===== src/rtl/palindrome_pkg.sv =====
// Shared types for the palindrome serializer slice.
package palindrome_pkg;

    // Serializer control states
    typedef enum logic {
        IDLE = 1'b0,
        SEND = 1'b1
    } state_t;

endpackage


===== src/rtl/palindrome_mirror.sv =====
// Combinational mirror: expands a seed (low half) into a full palindrome word.
module palindrome_mirror #(
    parameter int DATA_WIDTH = 32,
    localparam int SEED_W = (DATA_WIDTH + 1) / 2
) (
    input  logic [SEED_W-1:0]     seed,
    output logic [DATA_WIDTH-1:0] word
);

    // Low half copies the seed; high half reflects it (odd widths share the middle bit)
    for (genvar i = 0; i < DATA_WIDTH; i++) begin : g_bit
        if (i < SEED_W) begin : g_low
            assign word[i] = seed[i];
        end else begin : g_high
            assign word[i] = seed[DATA_WIDTH-1-i];
        end
    end

endmodule


===== src/rtl/palindrome_serializer.sv =====
// Accepts a seed, mirrors it into a palindrome word and shifts it out MSB first.
module palindrome_serializer
    import palindrome_pkg::*;
#(
    parameter int DATA_WIDTH = 32,
    localparam int SEED_W = (DATA_WIDTH + 1) / 2
) (
    input  logic                  clk,
    input  logic                  reset,
    input  logic [SEED_W-1:0]     din,
    input  logic                  din_valid,
    output logic                  din_ready,
    output logic                  dout,
    output logic                  dout_valid,
    input  logic                  dout_ready,
    output logic                  dout_last,
    output logic [DATA_WIDTH-1:0] word
);

    localparam int IDX_W = $clog2(DATA_WIDTH);
    localparam logic [IDX_W-1:0] TOP_IDX = IDX_W'(DATA_WIDTH - 1);

    state_t                  state;
    state_t                  state_nxt;
    logic [IDX_W-1:0]        idx;
    logic [DATA_WIDTH-1:0]   word_q;
    logic [DATA_WIDTH-1:0]   mirrored;
    logic                    accept;
    logic                    xfer;
    logic                    at_last;

    palindrome_mirror #(.DATA_WIDTH(DATA_WIDTH)) u_mirror (
        .seed (din),
        .word (mirrored)
    );

    // State register
    always_ff @(posedge clk) begin
        if (reset) begin
            state <= IDLE;
        end else begin
            state <= state_nxt;
        end
    end

    // Next-state, handshakes and serial outputs
    always_comb begin
        state_nxt  = state;
        din_ready  = 1'b0;
        dout       = 1'b0;
        dout_valid = 1'b0;
        dout_last  = 1'b0;
        at_last    = (idx == '0);
        xfer       = 1'b0;
        accept     = 1'b0;
        unique case (state)
            IDLE: begin
                din_ready = 1'b1;
                accept    = din_valid;
                if (accept) state_nxt = SEND;
            end
            SEND: begin
                dout       = word_q[idx];
                dout_valid = 1'b1;
                dout_last  = at_last;
                xfer       = dout_ready;
                // Ready only as the final bit leaves, so the next word follows with no gap
                din_ready  = at_last && dout_ready;
                accept     = din_valid && din_ready;
                if (xfer && at_last && !accept) state_nxt = IDLE;
            end
            default: state_nxt = IDLE;
        endcase
    end

    // Word and bit-index datapath
    always_ff @(posedge clk) begin
        if (reset) begin
            word_q <= '0;
            idx    <= '0;
        end else if (accept) begin
            word_q <= mirrored;
            idx    <= TOP_IDX;
        end else if (xfer && !at_last) begin
            idx <= idx - IDX_W'(1);
        end
    end

    assign word = word_q;

endmodule


===== config.mk =====
export PLATFORM = sky130hd
export DESIGN_NAME = palindrome_serializer
export DESIGN_NICKNAME = d
export VERILOG_FILES = /design/src/rtl/palindrome_pkg.sv /design/src/rtl/palindrome_mirror.sv /design/src/rtl/palindrome_serializer.sv
export SDC_FILE = /design/constraint.sdc
export NUM_CORES = 1
export LEC_CHECK = 0
export CAP_MARGIN = 20
export CORE_MARGIN = 2
export CORE_UTILIZATION = 42
export DETAILED_ROUTE_END_ITERATION = 7
export PLACE_DENSITY = 0.86
export SKIP_LAST_GASP = 1
export SLEW_MARGIN = 20
export SYNTH_ARGS = -nofsm -noshare
export SYNTH_HDL_FRONTEND = slang
export SYNTH_SLANG_ARGS = --single-unit

===== constraint.sdc =====
create_clock -name clk -period 2.1 [get_ports clk]
set_input_delay 0.21 -clock clk [delete_from_list [all_inputs] [get_ports clk]]
set_output_delay 0.21 -clock clk [all_outputs]
set_load 0.02 [all_outputs]

run_1/cell_density.png
Scale bar: 20 µm. 12 x 12 tiles, from black (low) to pale yellow (high), 0 to 100% covered.
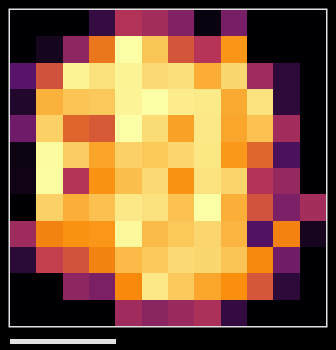
mean over tiles: 54%
fullest tile: 100%
nearly empty tiles: 19%
Floorplan Core Area: 3003 µm²
share of the core filled with cells: 0.6579
pre-placement core utilization: 0.4346

run_1/power_grid.png
Scale bar: 20 µm. Pins as bars on the die edge.
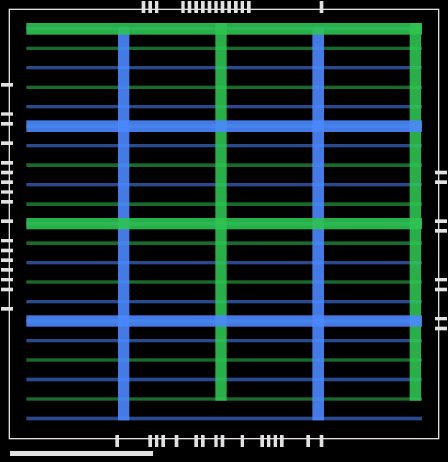
[green] VDD
[blue] VSS
met4 straps: 4
met5 straps: 4
rows: 20
Die Y-Extent: 59.74 µm
Peak supply drop: 0.0004389 V
DIE WIDTH: 59.74 µm

run_1/congestion.png
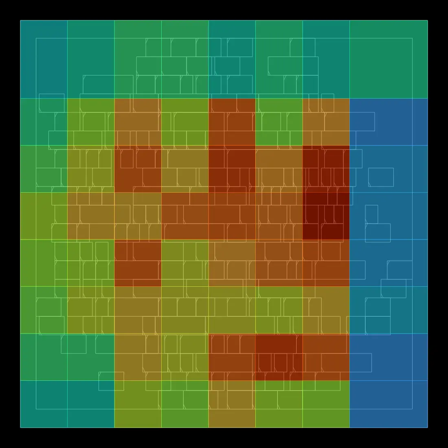
detailed-route wire length per cell: 15.71 µm
met2 demand-to-capacity share in global routing: 0.3711
gr busiest metal: met2

==> run 1: cells by family (layout without fill, tap and decap cells) <==
kind of cell	after synthesis	in the layout	synth area share
xor gates and xnor gates	3	3	0.02014
DFF	22	22	0.3375
AOI/OAI and AO/OA	44	44	0.1889
buffers and inverters	34	94	0.1611
and+or+nand+nor	33	33	0.1294
adders and majority gates	1	1	0.009586
muxes	11	11	0.1534
==> run 1: metal layers <==
| metal | GRT usage | share of wire |
|---|---|---|
| met5 | 0 | 0 |
| met3 | 0.05195 | 0.076 |
| met4 | 0.1238 | 0.030 |
| met2 | 0.3711 | 0.51 |
| met1 | 0.2817 | 0.38 |
==> run 1: what timing repair did <==
item                                    in CTS  in global routing
resized                                     14                  6
pin swaps                                    0                  1
buffers inserted                             2                  0
endpoints found under the setup margin       6                  7
==> flow_metrics.tcl, run 1 <==
# flow metrics
set metrics [dict create \
    status "finished, violations left" \
    failing_checks "setup timing" \
    critical_path.slowest_cell "mux4_2" \
    num_rows 20 \
    grt_antenna_before_repair 0 \
    postLayoutCellArea_um2 1976 \
    rrSetupSlack_ps 120 \
    worst-setup-path-type "reg -> out" \
    hold_ws_ps 439.7 \
    synth-area-yosys_um2 1305 \
    stdcell_count 241 \
    max_stage_delay_ps 480 \
    top_cells_by_count "22 x dfxtp_1, 21 x a21oi_1, 17 x nand3_1" \
    combGateArea_um2 673.1 \
    timing.critical_path.arrival_ps 1960 \
    cts.reportedPaths.clkPinSlew_ps 120 \
    pg_seq_w 0.000483 \
    power_density_nw_per_um2 594.0 \
    sh_seq_area 0.2255 \
    setup_viol 1 \
    ys_dominant_reg_cell "dfxtp_1" \
    clock.latency.late_pin_ps 320 \
    hold_path_depth 3 \
    worstSetupStartpoint "idx[0]" \
    top_cells_by_area "dfxtp_1 34%, mux4_2 12%, buf_4 9.2%" \
    clock-sinks 22 \
    reg2reg_to "word[19]" \
    final.clkbuf_count 4 \
    largest_class "buffers" \
    antennaDiodeCount 0 \
    tap_cells 33 \
    post-route-period-util 1.033 \
    first_drt_pass_iteration_count 4 \
    congestion_overflow_gr 0 \
    largest_register_ff_count 16 \
    final.signal_buffer_count 82 \
    clk-power_w 0.000240 \
    totalWireLength_um 3786 \
    n_fill_cell 242 \
    synth.most_common_cell "dfxtp_1" \
    max_freq_mhz 461.1 \
    final_hold_viol_count 0 \
    grt_setup_unrepaired "yes" \
    clock_tree_from_tritoncts "done" \
    setup-tns-final_ps -68.62 \
    rr_startpoint "idx[0]" \
    log.warning_count 28 \
    post-route-worst-setup-slack_ps -68.62 \
    num-multi-input-gates 92 \
    worst-endpoint-required_ps 1890 \
    combinationalPowerShare 0.384 \
    first_global_vias 1320 \
    postPlaceCellArea_um2 1909 \
    vias 1391 \
    start_kind "flip-flop" \
    power_top_consumer "sequential cells" \
    finalMaxSlewViolations 0 \
    antenna_violating_nets_post_route 0 \
    flop_area_um2 445.4 \
    sequential_cell_total 22 \
    netlist_area_um2 1305 \
    route.detailed.drc 0 \
    ys.flops 22 \
    h-tree-depth 1 \
    drive_gt1_frac 0.2452 \
    largest_net_degree_at_the_start_of_global_routing 23 \
    class_of_the_worst_hold_path "in -> reg" \
    num-nets-final 230 \
    max_cap_violations 0 \
]
run_1/io_fan.png
Scale bar: 20 µm.
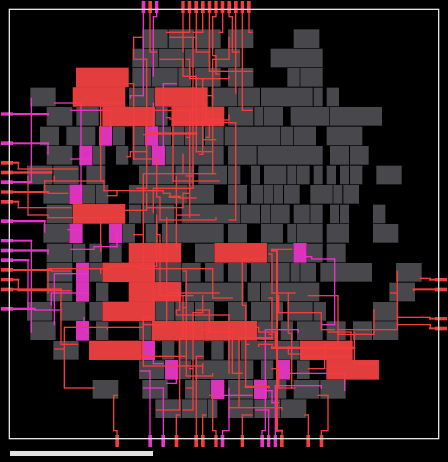

==> run 2, diff against run 1 <==
Settings changed: ABC_AREA set to 1, CORE_UTILIZATION 42 to 30, PLACE_DENSITY 0.86 to 0.66.
run_2/io_fan.png
Scale bar: 20 µm.
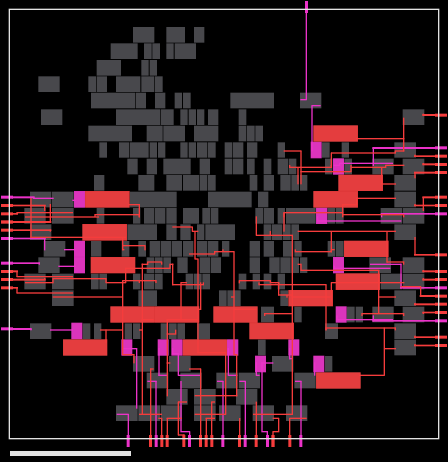
[red] word | bits: 32 | direction: output | end cells: 16 | wire: 766 µm
[magenta] din | bits: 16 | direction: input | end cells: 16 | wire: 258 µm
count of port buffers added during placement: 55
count of pins on the block boundary: 56

==> run 2 against run 1 <==
  * The run now ends clean
  * Utilization is 23 points lower
  * Worst hold slack improved by 74 ps
  * Routed wire length down 15%
  * Area after synthesis rose by 2.4%
  * Global-route usage shrank 10 points
  * Via count down 2.7%
  * Highest routed layer unchanged
==> flow_metrics.tcl, run 2 <==
# flow metrics
set metrics [dict create \
    status "finished clean" \
    grt_first_pass_wirelength_um 5306 \
    yosysUniqueCellTypes 23 \
    antenna_violating_nets_post_route 0 \
    cts_made_buffers 3 \
    grt_setup_unrepaired "no" \
    ys_top_logic_family "simple AND/OR/NAND/NOR gates" \
    worst-endpoint-required_ps 1890 \
    dp_slack_ps 25.13 \
    place_hpwl_um 2300 \
    largest_register_ff_count 16 \
    avgRoutedWirePerCell_um 11.03 \
    synth.most_common_cell "nand2_1" \
    log.warning_count 27 \
    num-nets-final 263 \
    drive_gt1_frac 0.09167 \
    path_cells "clkinvlp_4 > ha_1 > nand3_2 > nor2_2 > inv_1 > nor2_1 > dlygate4sd2_1" \
    gr-usage-all-layers 0.1294 \
    layout_non_clock_buf_frac 0.3142 \
    ys.flops 22 \
    timing.critical_path.arrival_ps 1660 \
    routed_via_density 4.634 \
    synth_adder_area_share 0.009363 \
    route.detailed.drc 0 \
    postLayoutCellArea_um2 1848 \
    place_congestion 0.8594 \
    h-tree-depth 1 \
    largest_net_degree_at_the_start_of_global_routing 25 \
    cts.reportedPaths.clkPinSlew_ps 80 \
    first_drt_pass_iteration_count 4 \
    antennaDiodeCount 0 \
    netlist_area_um2 1336 \
    layout_top_cell_excl_fill_tap "clkdlybuf4s50_1" \
    lay_top_cells "52 x clkdlybuf4s50_1, 45 x nand2_1, 27 x nor2_1, 27 x nand3_1, 21 x dfxtp_1" \
    worst_path_buffer_plus_inverter_count 3 \
    layout-area-overhead-vs-synth_pct 38.30 \
    cts_root_buf "clkbuf_8" \
    sequential_cell_total 22 \
    totalWireLength_um 3222 \
    max_stage_delay_ps 380 \
    synth.mux.area_fraction 0 \
    design.die.area_um2 5004 \
    worst-setup-path-type "reg -> out" \
    critical_path.max_fanout 9 \
    final.clkbuf_count 3 \
    ys_dominant_reg_cell "dfxtp_1" \
    synth.cellmix.simpleShare 0.3596 \
    post_synth_ao_oa_area_fraction 0.1086 \
    clock.latency.late_pin_ps 260 \
    class_of_the_worst_hold_path "reg -> reg" \
    top_cells_by_count "45 x nand2_1, 27 x nand3_1, 27 x nor2_1" \
    finalMaxSlewViolations 0 \
    post-route-worst-setup-slack_ps 230.1 \
    ir_worst_vdd_v 0.0003950 \
    hold_ws_ps 514.2 \
    stdcell_count 292 \
    num_rows 24 \
    xor_area_frac 0.006554 \
    synth-area-yosys_um2 1336 \
    finClkSkew_ps 1.548 \
    ys_cells 202 \
    tightest_slew_ps 480.2 \
    start_kind "flip-flop" \
    yosysWarningCount 0 \
    power_density_nw_per_um2 662.1 \
    nonClockInverterCount 16 \
    max_freq_mhz 534.8 \
    p_leak_nw 0.7648 \
    postCtsHoldBufs 0 \
    die_width_um 70.74 \
    post_cts_sizing_count 4 \
    num-multi-input-gates 140 \
    setup-tns-final_ps 0 \
    slew_headroom 0.6795 \
    postPlaceCellArea_um2 1783 \
    largest_class "logic gates" \
    enable_flop_cells 0 \
    finalCriticalPeriod_ps 1870 \
    flop_area_um2 441.7 \
    ctsLongestPathBuffers 2 \
    die_y_extent_um 70.74 \
    post_cts.repair.setup_buffers 2 \
    largest_area_cell "dfxtp_1" \
    worstSetupEndpointType "output port" \
    n_fill_cell 467 \
    drt_iter0_drc 57 \
    clk_share 0.02234 \
    syn-num-nets 223 \
    total_power_w 0.001224 \
    vias 1353 \
    top_cells_by_area "dfxtp_1 33%, nand2_1 13%, nand3_1 10%" \
    crit_family "buffers and inverters" \
    final.signal_buffer_count 59 \
    synthesis.area_per_instance_um2 6.615 \
    first_global_vias 1197 \
    critical_path.slowest_cell "dfxtp_1" \
    tap_cells 52 \
    setup_viol 0 \
    synth.top_cell.area_share 0.3296 \
    synth_seq_share 0.3296 \
    placedCellCount 287 \
    sh_seq_area 0.2390 \
    synth-async-reset-ratio 0 \
    post-route-period-util 0.8904 \
    final_hold_viol_count 0 \
    clock_tree_from_tritoncts "done" \
    combGateArea_um2 646.9 \
    congestion_overflow_gr 0 \
    max_cap_violations 0 \
    netlist_instances 202 \
    grt_antenna_before_repair 0 \
    area.share.combinational 0.3500 \
    clock-sinks 22 \
]
run_2/cell_density.png
Scale bar: 20 µm. 7 x 7 tiles, from black (low) to pale yellow (high), 0 to 100% covered.
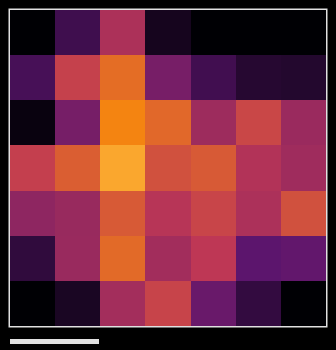
nearly empty tiles: 12%
mean over tiles: 36%
tiles over 75% full: 2.0%
emptiest ninth of the die: top right
fullest tile: 81%
densest ninth of the die: middle
Floorplan Core Area: 4324 µm²
pre-placement core utilization: 0.3090
share of the core filled with cells: 0.4274

==> run 2: cell count changes after synthesis, sizes merged, moves of 3 or more <==
cell	delta
a21oi	-12
inv	+8
mux4	-7
nand2	+43
nand3	+11
nand4	-3
nor2	+27
o21ai	+3
==> run 2: worst paths after layout <==
check | startpoint | to | slack [ps] | cells past startpoint
worst min-delay path | word[21] | word[21] | 510 | 2
worst min register to register | word[21] | word[21] | 510 | 2
worst max register to register | idx[1] | word[27] | 380 | 10
worst max-delay path | idx[1] | dout_last | 230 | 7
==> run 2: layer usage <==
metal  track usage  wire length [µm]
met1        0.1694              1578
met5             0                 0
met4       0.04403                21
met3       0.03989               212
met2        0.2025              1410
==> run 2: power by group <==
part	internal [W]	switching, W
clock network	0.000128	0.000136
registers	0.000456	0.0000493
logic	0.000211	0.000244
total	0.000795	0.000429
==> run 3, diff against run 2 <==
Settings changed: CTS_BUF_LIST set to sky130_fd_sc_hd__clkbuf_4 sky130_fd_sc_hd__clkbuf_8 sky130_fd_sc_hd__clkbuf_16.
run_3/power_grid.png
Scale bar: 20 µm. Pins as bars on the die edge.
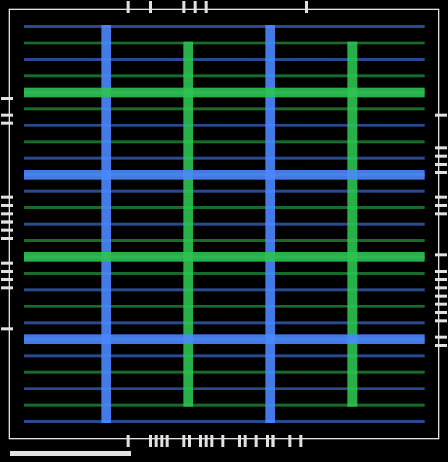
[blue] VSS
[green] VDD
met4 straps: 4
met1 rails: 25
Peak supply drop: 0.0003950 V
DIE WIDTH: 70.74 µm
Die Y-Extent: 70.74 µm

==> run 3 against run 2 <==
  * Via count unchanged
  * Area after synthesis did not move
  * Final cell count did not move
  * Sequential power about the same
  * Cell area did not move
  * Sequential cell count did not move
  * Critical path type unchanged
  * Largest cell class unchanged
==> flow_metrics.tcl, run 3 <==
# flow metrics
set metrics [dict create \
    pwr.group.combinational_w 0.000454 \
    grt_first_pass_wirelength_um 5306 \
    final.clkbuf_count 3 \
    syn-num-nets 223 \
    place_congestion 0.8594 \
    post_synth_ao_oa_area_fraction 0.1086 \
    antenna_violating_nets_post_route 0 \
    timing.critical_path.arrival_ps 1660 \
    p_switching_w 0.0004288 \
    status "finished clean" \
    drive_gt1_frac 0.09167 \
    yosysWarningCount 0 \
    routed_via_density 4.634 \
    log.warning_count 27 \
    area.share.combinational 0.3500 \
    worst-setup-path-type "reg -> out" \
    cts_root_buf "clkbuf_8" \
    n_fill_cell 467 \
    max_stage_delay_ps 380 \
    power_top_consumer "sequential cells" \
    synthesis.area_per_instance_um2 6.615 \
    ys_dominant_reg_cell "dfxtp_1" \
    drt_iter0_drc 57 \
    synth.top_cell.area_share 0.3296 \
    synth.mux.area_fraction 0 \
    ctsLongestPathBuffers 2 \
    power_density_nw_per_um2 662.1 \
    post-route-util 0.4274 \
    tap_cells 52 \
    netlist_instances 202 \
    antennaDiodeCount 0 \
    synth-async-reset-ratio 0 \
    totalWireLength_um 3222 \
    combGateArea_um2 646.9 \
    num_rows 24 \
    first_global_vias 1197 \
    setup_viol 0 \
    largest_class "logic gates" \
    fp_util 0.3090 \
    start_kind "flip-flop" \
    hold_ws_ps 514.2 \
    postPlaceCellArea_um2 1783 \
    synth_adder_area_share 0.009363 \
    num-nets-final 263 \
    count_of_port_buffers_added_during_placement 55 \
    flop_area_um2 441.7 \
    lay_top_cells "52 x clkdlybuf4s50_1, 45 x nand2_1, 27 x nor2_1, 27 x nand3_1, 21 x dfxtp_1" \
    critical_path.max_fanout 9 \
    synth.cellmix.simpleShare 0.3596 \
    sequential_cell_total 22 \
    combinationalPowerShare 0.371 \
    layout_top_cell_excl_fill_tap "clkdlybuf4s50_1" \
    core_um2 4324 \
    finalCriticalPeriod_ps 1870 \
    worstSetupEndpointType "output port" \
    clk-power_w 0.000264 \
    final_hold_viol_count 0 \
    dp_slack_ps 25.13 \
    clock.latency.late_pin_ps 260 \
    slew_headroom 0.6795 \
    xor_area_frac 0.006554 \
    finalMaxSlewViolations 0 \
    class_of_the_worst_hold_path "reg -> reg" \
    ys_cells 202 \
    total_power_w 0.001224 \
    clock_tree_from_tritoncts "done" \
    post-route-worst-setup-slack_ps 230.1 \
    yosysUniqueCellTypes 23 \
    finClkSkew_ps 1.548 \
    synth-area-yosys_um2 1336 \
    pwr-share-clk 0.216 \
    sequentialPowerShare 0.413 \
    cts_made_buffers 3 \
    setup-tns-final_ps 0 \
    ys.flops 22 \
    worst-endpoint-required_ps 1890 \
    max_freq_mhz 534.8 \
    p_leak_nw 0.7648 \
    switching_share 0.3504 \
    design_internal_power_w 0.0007948 \
    largest_area_cell "dfxtp_1" \
    layout_non_clock_buf_frac 0.3142 \
    path_cells "clkinvlp_4 > ha_1 > nand3_2 > nor2_2 > inv_1 > nor2_1 > dlygate4sd2_1" \
    pg_seq_w 0.000505 \
    top_cells_by_area "dfxtp_1 33%, nand2_1 13%, nand3_1 10%" \
    ys_top_logic_family "simple AND/OR/NAND/NOR gates" \
    clock-sinks 22 \
    num-multi-input-gates 140 \
    nonClockInverterCount 16 \
    max_cap_violations 0 \
    worst_path_buffer_plus_inverter_count 3 \
    sh_seq_area 0.2390 \
    layout-area-overhead-vs-synth_pct 38.30 \
    stdcell_count 292 \
    top_cells_by_count "45 x nand2_1, 27 x nand3_1, 27 x nor2_1" \
    final.signal_buffer_count 59 \
    first_drt_pass_iteration_count 4 \
    post-route-period-util 0.8904 \
    tightest_slew_ps 480.2 \
    crit_family "buffers and inverters" \
    postLayoutCellArea_um2 1848 \
    route.detailed.drc 0 \
    largest_net_degree_at_the_start_of_global_routing 25 \
    congestion_overflow_gr 0 \
    placedCellCount 287 \
    synth.most_common_cell "nand2_1" \
    vias 1353 \
    synth_seq_share 0.3296 \
    critical_path.slowest_cell "dfxtp_1" \
    h-tree-depth 1 \
    grt_antenna_before_repair 0 \
    enable_flop_cells 0 \
    largest_register_ff_count 16 \
    grt_setup_unrepaired "no" \
    netlist_area_um2 1336 \
    place_hpwl_um 2300 \
]
run_3/congestion.png
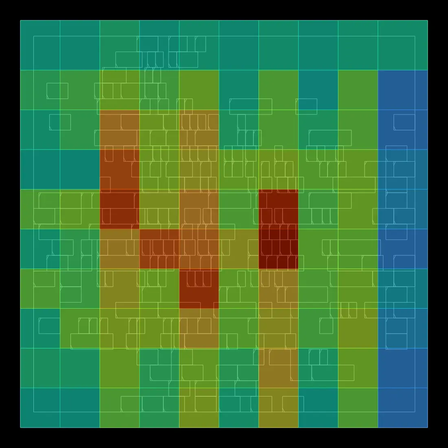
detailed-route wire length per cell: 11.03 µm
overall routing resource usage: 0.1294
met2 demand-to-capacity share in global routing: 0.2025
global routing usage on met1: 0.1694
met3 usage in global routing: 0.03989

run 3: cell counts in the layout (fill, tap and decap cells not counted):
Identical to the previous run, type by type.
run 3: final timing paths:
check            from        end  slack (ps)  depth (start not counted)
max            idx[1]  dout_last         230                          7
min          word[21]   word[21]         510                          2
max reg2reg    idx[1]   word[27]         380                         10
min reg2reg  word[21]   word[21]         510                          2
run 3: repair_timing:
action	in CTS	in global routing
gates resized	4	5
hold buffers	0	0
pin swaps	0	0
setup endpoints to repair	3	2
buffers inserted	2	0
run 3: metal layers:
metal  up-vias  global-route usage  part of all wire
met1       598              0.1694              0.49
li1        707                   -                 -
met3         2             0.03989             0.066
met2        46              0.2025              0.44
met5         -                   0                 0
met4         0             0.04403            0.0065
No activity file was given, so power comes from the tool's default toggle rates.
